`src/rtl/cluster_clock_gate_ctrl.sv`:
```
// Idle-driven clock-gate controller for a cluster clock domain.
// It runs on the free-running clock and negotiates stop/wake with the cluster.
module cluster_clock_gate_ctrl #(
    parameter int IDLE_CYCLES = 16,
    parameter int WAKE_CYCLES = 2
) (
    input  logic clk_i,
    input  logic rst_ni,
    input  logic test_en_i,
    input  logic busy_i,
    input  logic wake_i,
    input  logic stop_ack_i,
    output logic clk_en_o,
    output logic stop_req_o,
    output logic gated_o
);

    localparam int CNT_MAX = (IDLE_CYCLES > WAKE_CYCLES) ? IDLE_CYCLES : WAKE_CYCLES;
    localparam int CW      = $clog2(CNT_MAX + 1);
    localparam logic [CW-1:0] IDLE_LAST = CW'(IDLE_CYCLES - 1);
    localparam logic [CW-1:0] WAKE_LAST = CW'(WAKE_CYCLES - 1);
    localparam logic [CW-1:0] CNT_SAT   = CW'(CNT_MAX);

    if (IDLE_CYCLES < 1 || IDLE_CYCLES > 255) begin : g_bad_idle
        $error("cluster_clock_gate_ctrl: IDLE_CYCLES must be in 1..255");
    end
    if (WAKE_CYCLES < 1 || WAKE_CYCLES > 255) begin : g_bad_wake
        $error("cluster_clock_gate_ctrl: WAKE_CYCLES must be in 1..255");
    end

    typedef enum logic [2:0] {
        ST_RUN      = 3'd0,
        ST_COUNT    = 3'd1,
        ST_STOP_REQ = 3'd2,
        ST_GATED    = 3'd3,
        ST_WAKE     = 3'd4
    } state_t;

    state_t        state_reg, state_next;
    logic [CW-1:0] cnt_reg, cnt_next, cnt_inc;
    logic          clk_en_reg, stop_req_reg, gated_reg;
    logic          clk_en_next, stop_req_next, gated_next;
    logic          idle;

    assign idle    = !busy_i && !wake_i;
    assign cnt_inc = (cnt_reg == CNT_SAT) ? cnt_reg : cnt_reg + 1'b1;

    // Outputs are registered copies of the decode of the next state, so they
    // change on the same edge as the state and never glitch.
    always_ff @(posedge clk_i or negedge rst_ni) begin
        if (!rst_ni) begin
            state_reg    <= ST_RUN;
            cnt_reg      <= '0;
            clk_en_reg   <= 1'b1;
            stop_req_reg <= 1'b0;
            gated_reg    <= 1'b0;
        end else begin
            state_reg    <= state_next;
            cnt_reg      <= cnt_next;
            clk_en_reg   <= clk_en_next;
            stop_req_reg <= stop_req_next;
            gated_reg    <= gated_next;
        end
    end

    always_comb begin
        state_next = state_reg;
        cnt_next   = cnt_reg;
        if (test_en_i) begin
            state_next = ST_RUN;
            cnt_next   = '0;
        end else begin
            case (state_reg)
                ST_RUN: begin
                    cnt_next = '0;
                    if (idle) state_next = ST_COUNT;
                end
                ST_COUNT: begin
                    if (!idle) begin
                        state_next = ST_RUN;
                        cnt_next   = '0;
                    end else if (cnt_reg == IDLE_LAST) begin
                        state_next = ST_STOP_REQ;
                    end else begin
                        cnt_next = cnt_inc;
                    end
                end
                // Activity beats an acknowledge arriving in the same cycle.
                ST_STOP_REQ: begin
                    if (!idle) begin
                        state_next = ST_RUN;
                        cnt_next   = '0;
                    end else if (stop_ack_i) begin
                        state_next = ST_GATED;
                    end
                end
                ST_GATED: begin
                    if (busy_i || wake_i) begin
                        state_next = ST_WAKE;
                        cnt_next   = '0;
                    end
                end
                ST_WAKE: begin
                    if (cnt_reg == WAKE_LAST) begin
                        state_next = ST_RUN;
                        cnt_next   = '0;
                    end else begin
                        cnt_next = cnt_inc;
                    end
                end
                default: begin
                    state_next = ST_RUN;
                    cnt_next   = '0;
                end
            endcase
        end
    end

    always_comb begin
        clk_en_next   = 1'b1;
        stop_req_next = 1'b0;
        gated_next    = 1'b0;
        case (state_next)
            ST_STOP_REQ: stop_req_next = 1'b1;
            ST_GATED: begin
                clk_en_next   = 1'b0;
                stop_req_next = 1'b1;
                gated_next    = 1'b1;
            end
            ST_WAKE:     stop_req_next = 1'b1;
            default:     ;
        endcase
    end

    assign clk_en_o   = clk_en_reg;
    assign stop_req_o = stop_req_reg;
    assign gated_o    = gated_reg;

endmodule

```
`config.mk`:
```
export PLATFORM = sky130hd
export DESIGN_NAME = cluster_clock_gate_ctrl
export DESIGN_NICKNAME = d
export VERILOG_FILES = /design/src/rtl/cluster_clock_gate_ctrl.sv
export SDC_FILE = /design/constraint.sdc
export NUM_CORES = 1
export LEC_CHECK = 0
export CORE_MARGIN = 2
export CORE_UTILIZATION = 44
export DETAILED_ROUTE_END_ITERATION = 8
export PLACE_DENSITY = 0.67
export SLEW_MARGIN = 10
export SYNTH_ARGS = -nofsm -noshare
export SYNTH_HDL_FRONTEND = slang
export SYNTH_SLANG_ARGS = --single-unit
```
`constraint.sdc`:
```
create_clock -name clk_i -period 2.4 [get_ports clk_i]
set_clock_uncertainty 0.15 [all_clocks]
set_input_delay 0.36 -clock clk_i [delete_from_list [all_inputs] [get_ports clk_i]]
set_output_delay 0.36 -clock clk_i [all_outputs]
set_load 0.01 [all_outputs]
```
==> CHANGELOG.md, run 1 <==
## Flow update

* Yosys warnings at 0
* CP peak stage delay at 0.54 ns
* Most frequent logic cell in the layout: dfrtp_1
* Final hold vios at 0
* Arrival @ worst endpoint at 2.29 ns
* Post-route non-filler standard cell count at 89
* Status: finished, final reports clean
* Critical path depth in cells at 6
* DP HPWL at 846 um
* Core Footprint at 1270 um2
* Yosys cell count at 56
* Dpl cell area at 724 um2
* Clock buf/inv share at 3.50%
* GP Congestion at 0.759
* Max Slew Vio Count at 0
* Dominant flop cell: dfrtp_1
* Seq. cell area at 277 um2
* Final setup margin at 0.174 ns
* CTS buffer count at 3
* Lkg Pwr at 0.334 nW
* Syn nets at 66
* Slowest-stage cell, CP: or4b_1
* CP Buf/Inv Count at 2
* Post-layout min period at 2.23 ns
* #MultiIn Comb at 40
* Commonest cells post-synth: dfrtp_1 (10), nand2_1 (5), ha_1 (4), inv_1 (4), nor2_1 (4)
* Yosys top cell area share at 43.1%
* Vias in the first global route at 413
* Metal3 WL at 33 um
* Synthesized registers at 11
* Cycle use final at 92.7%
* Non-clk bufs at 14
* Critical Path Start: wake_i
* Dominant logic cell types in the final layout: dfrtp_1 (10), clkdlybuf4s50_1 (8), buf_4 (6)
* Reg-to-reg endpoint: cnt_reg[3]
* Drc violations at 0
* CTS Buffer Depth at 2
* Post-CTS Setup Bufs at 0
* Yosys chip area at 581 um2
* Synth mux share at 0%
* Total negative slack at 0 ns
* Top cells by area: dfrtp_1 (43%), ha_1 (8.6%), dfstp_2 (4.5%)
* Largest net degree at the start of global routing at 12
* VDD IR max at 0.245 mV
* Inst Count DP at 85
* Worst Hold Class: in -> async
* CTS tree: built
* Synth Cell Area at 581 um2
* Port buffer count at 8
* Final Total Pwr at 0.000389 W
* Area Overhead vs Synth at 29.3%
* Clock buf count at 4
* Final hold slack at 0.274 ns
* Starting DRT DRC Count at 13
-- run 1: per-layer routing --
| layer | vias to the layer above | GRT usage [%] |
|---|---|---|
| met5 | - | 0 |
| met4 | 0 | 12.5 |
| met3 | 0 | 6.67 |
| met2 | 9 | 25.8 |
| met1 | 235 | 19.5 |
| li1 | 245 | - |
-- run 1: power by group --
| part | internal (W) | switching (W) | leakage [nW] |
|---|---|---|---|
| clock network | 0.0000644 | 0.0000652 | 0.0150 |
| logic | 0.0000313 | 0.0000246 | 0.170 |
| registers | 0.000192 | 0.0000113 | 0.149 |
| total | 0.000288 | 0.000101 | 0.334 |
### Cell area per tile, run 1

The bar under the picture is 10 um long. 8 x 8 tiles, from white (low) to dark blue (high), 0 to 100% covered.
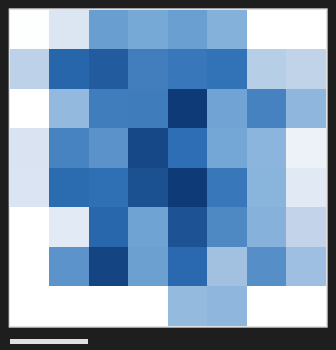
- tiles over 75% full: 17%
- mean over tiles: 45%
- emptiest ninth of the die: bottom left
- densest ninth of the die: middle
- fullest tile: 96%
FP Util: 45.8%
Util after Layout: 59.2%

### Signal wires by layer, run 1

Two of the layers only.
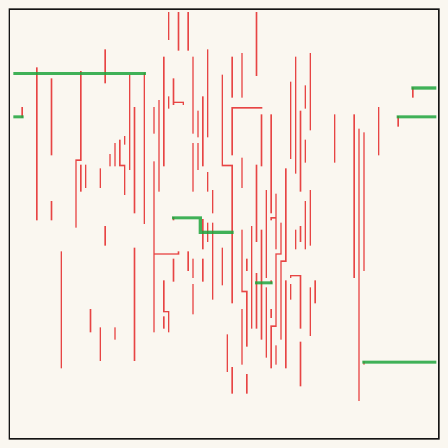
- red: met2 (wire length 550 um)
- green: met3 (wire length 33.3 um)
routed wire length: 1120 um
vias: 489
Tot GR Track Use: 17.2%
routed len/inst: 12.6 um

### M1 wires, run 1

Supply wires on this layer in grey.
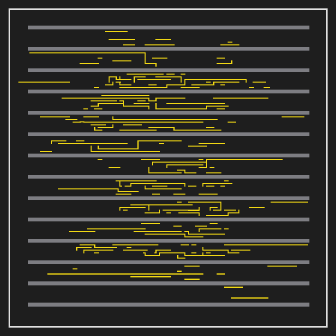
- share of all routed wire: 48%
- main direction: horizontal
met1 Use GR: 19.5%

==> run 1 -> run 2 <==
Settings changed: CORE_UTILIZATION 44 to 35, PLACE_DENSITY 0.67 to 0.55.
==> CHANGELOG.md, run 2 <==
## Flow update

* Lkg Pwr at 0.340 nW (+1.8%)
* Yosys chip area at 581 um2 (unchanged)
* Critical path depth in cells at 5 (-1)
* Critical Path End Type: flip-flop
* IO Pins at 9
* CTS Buffer Depth at 2 (unchanged)
* Yosys cell count at 56 (unchanged)
* Largest Pwr Group: sequential cells
* Commonest cells post-synth: dfrtp_1 (10), nand2_1 (5), ha_1 (4), inv_1 (4), nor2_1 (4)
* Area Overhead vs Synth at 30.8%
* Internal power at 0.000297 W (+3.0%)
* Synth mux share at 0% (unchanged)
* P_comb at 0.0000761 W (+36%)
* Critical path start-end classification: in -> reg
* Clk_lat worst skew at 0.26 ns
* Sequential group power at 0.000197 W (-3%)
* Metal3 WL at 50 um (+52%)
* Yosys warnings at 0 (unchanged)
* Seq. cell area at 277 um2 (unchanged)
* Final Total Pwr at 0.000397 W (+2.0%)
* CTS tree: built
* Net Sw Power at 0.000100 W (-1.0%)
* Max Slew Vio Count at 0 (unchanged)
* Clock share of power at 31.3% (-2.0 points)
* Worst Hold Class: in -> async
* Syn nets at 66 (unchanged)
* Core Footprint at 1520 um2 (+20%)
* Port buffer count at 8 (unchanged)
* Most frequent logic cell in the layout: dfrtp_1
* Comb pwr share at 19.2% (+4.8 points)
* CP Buf/Inv Count at 1 (-1)
* Synth Cell Area at 581 um2 (unchanged)
* Top logic family: simple AND/OR/NAND/NOR gates
* Synthesized registers at 11 (unchanged)
* CP peak stage delay at 0.53 ns (about the same)
* Dominant logic cell types in the final layout: dfrtp_1 (10), clkdlybuf4s50_1 (8), buf_4 (7)
* Dominant flop cell: dfrtp_1
* Sw Ratio at 25.2% (-0.77 points)
* Post-route non-filler standard cell count at 91 (+2.2%)
* Final hold vios at 0 (unchanged)
* Clock net power at 0.000124 W (-5%)
* Post-CTS Setup Bufs at 0 (unchanged)
* Drc violations at 0 (unchanged)
* VDD IR max at 0.318 mV (+30%)
* Layout cells sized above 1 at 16.0%
* Clock transition at the registers of the reported paths at 0.07 ns
* Dpl cell area at 733 um2 (+1.2%)
* Status: finished, final reports clean
* Yosys top cell area share at 43.1% (unchanged)
* Cycle use final at 91.4% (-1.4 points)
* Critical Path Start: wake_i
* Starting DRT DRC Count at 0 (-13)
* Reg-to-reg endpoint: cnt_reg[3]
* Post-layout min period at 2.19 ns (-0.0325 ns)
* Inst Count DP at 87 (+2.4%)
* Arrival @ worst endpoint at 2.23 ns (-0.06 ns)
* Post-CTS Hold Fix Bufs at 0
* CTS buffer count at 3 (unchanged)
* Slowest-stage cell, CP: or4b_1
* Die W at 44.7 um
* Top cells by area: dfrtp_1 (43%), ha_1 (8.6%), dfstp_2 (4.5%)
* Root Buffer: clkbuf_4
* Power per cell area at 523 nW/um2
* Flop pwr share at 49.5% (-2.9 points)
* GP Congestion at 0.804 (+5.8%)
* Largest net degree at the start of global routing at 12 (unchanged)
* DP HPWL at 893 um (+5.7%)
* Vias in the first global route at 497 (+20%)
* XORs/XNORs by Area at 0%
* Cell Chain, Critical Path: clkdlybuf4s50_1 -> or4b_1 -> o32a_4 -> or4_1 -> o211ai_1
-- run 2: cell types whose count changed in the layout (fill, tap and decap cells not counted) --
cell | before | now
buf_4 | 6 | 7
-- run 2: metal layers --
metal  track usage, %  vias up
met1             18.5      222
met5                0        -
li1                 -      245
met4             5.45        0
met3             6.80        2
met2             24.1        7
-- run 2: metrics by stage --
step / hold slack (ns) / worst slack (ns) / TNS, ns
floorplan: -0.0856 / 0.146 / 0
global placement: 0.422 / -0.0423 / -0.0423
detailed placement: 0.438 / -0.0689 / -0.0689
CTS: 0.296 / 0.205 / 0
global route: 0.307 / 0.0255 / 0
finish: 0.287 / 0.207 / 0
-- run 2: cell type report --
class	instances	area share [%]
clock buffer	4	3.46
inverter	5	2.47
multi-input combinational	40	37.6
sequential	11	36.4
tap	16	2.64
timing repair buffer	15	17.5
### M1 wires, run 2

Supply wires on this layer in grey.
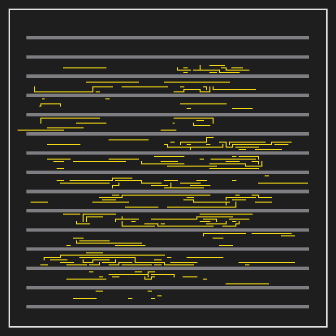
- wire length on this layer: 573 um
- main direction: horizontal
- longest straight run: 14.7 um
- share of all routed wire: 49%
vias: 476
met1 Use GR: 18.5%
routed wire length: 1180 um

### Cell area per tile, run 2

The bar under the picture is 10 um long. 9 x 9 tiles, from white (low) to dark blue (high), 0 to 100% covered.
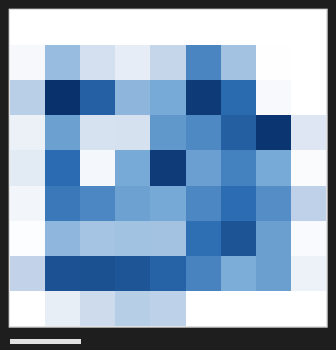
- mean over tiles: 37%
- nearly empty tiles: 22%
- fullest tile: 100%
- tiles over 75% full: 17%
Util after Layout: 49.8%
FP Util: 38.1%

### Signal wires by layer, run 2

Two of the layers only.
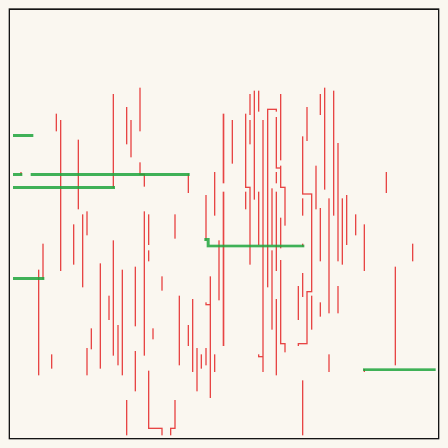
- red: met2 (wire length 550 um)
- green: met3 (wire length 50.3 um)
routed len/inst: 12.9 um
Tot GR Track Use: 15.3%

==> run 2 -> run 3 <==
Settings changed: GPL_TIMING_DRIVEN set to 0.
### Cell area per tile, run 3

The bar under the picture is 10 um long. 9 x 9 tiles, from white (low) to dark blue (high), 0 to 100% covered.
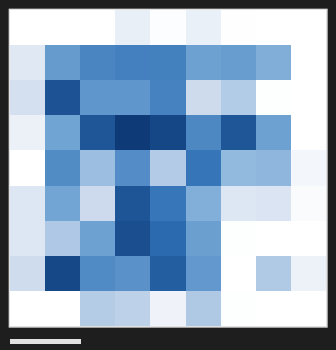
- fullest tile: 96%
- tiles over 75% full: 12%
- densest ninth of the die: middle
Util after Layout: 47.5%
Core Footprint: 1520 um2

### M1 wires, run 3

Supply wires on this layer in grey.
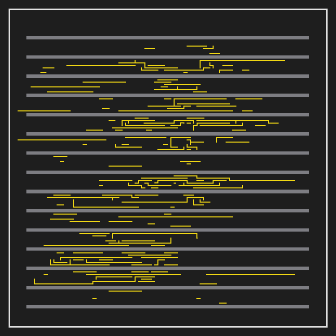
- wire length on this layer: 617 um
- nets with wire on the layer: 70
- share of all routed wire: 53%
- main direction: horizontal
- longest straight run: 16.1 um
met1 Use GR: 19.5%
vias: 463
routed wire length: 1160 um

==> CHANGELOG.md, run 3 <==
## Flow update

* Internal power at 0.000295 W (-0.73%)
* Total negative slack at 0 ns (unchanged)
* Seq. cell area at 278 um2 (+0.45%)
* Arrival @ worst endpoint at 2.30 ns (+0.07 ns)
* Global-route track usage on met2 at 20.0% (-4.1 points)
* Post-route non-filler standard cell count at 85 (-6.6%)
* Critical Path Start: cnt_reg[0]
* DP HPWL at 821 um (-8.1%)
* Root Buffer: clkbuf_4
* Yosys chip area at 581 um2 (unchanged)
* Critical path start-end classification: reg -> reg
* Reg-to-reg endpoint: cnt_reg[3]
* P_comb at 0.0000693 W (-8.9%)
* Clock transition at the registers of the reported paths at 0.07 ns (about the same)
* Dominant logic cell types in the final layout: dfrtp_1 (9), clkdlybuf4s50_1 (8)
* Final hold slack at 0.277 ns (-0.00984 ns)
* Post-CTS Hold Fix Bufs at 0 (unchanged)
* Largest Pwr Group: sequential cells
* Final hold vios at 0 (unchanged)
* Inst Count DP at 80 (-8.0%)
* Metal3 WL at 27 um (-46%)
* Critical Path End Type: flip-flop
* Critical path depth in cells at 8 (+3)
* Largest net degree at the start of global routing at 12 (unchanged)
* Power per cell area at 548 nW/um2 (+4.8%)
* Area Overhead vs Synth at 24.8%
* VDD IR max at 0.287 mV (-9.8%)
* Most frequent logic cell in the layout: dfrtp_1
* Tot GR Track Use at 13.7% (-1.6 points)
* Lkg Pwr at 0.329 nW (-3.1%)
* Sw Ratio at 25.8% (+0.55 points)
* Status: finished, final reports clean
* Slowest-stage cell, CP: or4_1
* Layout cells sized above 1 at 13.0% (-3.0 points)
* Post-layout min period at 2.27 ns (+0.0753 ns)
* CP Buf/Inv Count at 1 (unchanged)
* Net Sw Power at 0.000102 W (+2.2%)
* Yosys cell count at 56 (unchanged)
* Dominant flop cell: dfrtp_1
* Synth Cell Area at 581 um2 (unchanged)
* Worst Hold Class: in -> async
* Syn nets at 66 (unchanged)
* CTS tree: built
* Yosys top cell area share at 43.1% (unchanged)
* Routed len/inst at 13.6 um (+5.1%)
* Clock net power at 0.000128 W (+3%)
### Port wiring, run 3

The bar under the picture is 10 um long.
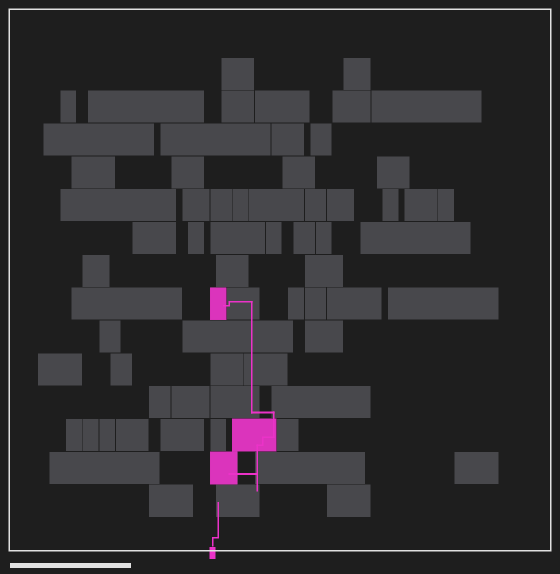
- magenta: `wake_i` (direction input; edge bottom; end cells 3; buffers 1; wire 27.8 um)
port buffer count: 8
IO Pins: 9

==> run 3: cell families (layout without fill, tap and decap cells) <==
family                     after synthesis  in the layout  share of synthesized area, %
buffers and inverters                    5             18                          3.23
AOI/OAI and AO/OA                       14             14                          18.3
adders and majority gates                4              4                          8.62
DFF                                     11             11                          47.6
and+or+nand+nor                         22             22                          22.2
==> run 3: layout make-up <==
| cell class | instances | share of cell area (%) |
|---|---|---|
| multi-input combinational | 40 | 40.4 |
| sequential | 11 | 38.3 |
| timing repair buffer | 9 | 12.1 |
| clock buffer | 4 | 3.63 |
| inverter | 5 | 2.76 |
| tap | 16 | 2.76 |
==> run 3: what timing repair did <==
action,in CTS,in global routing
setup buffers,0,1
resized,2,2
pin swaps,0,0
endpoints found under the setup margin,1,1
hold endpoints to repair,0,0
Power is estimated from default activity; no workload was simulated.
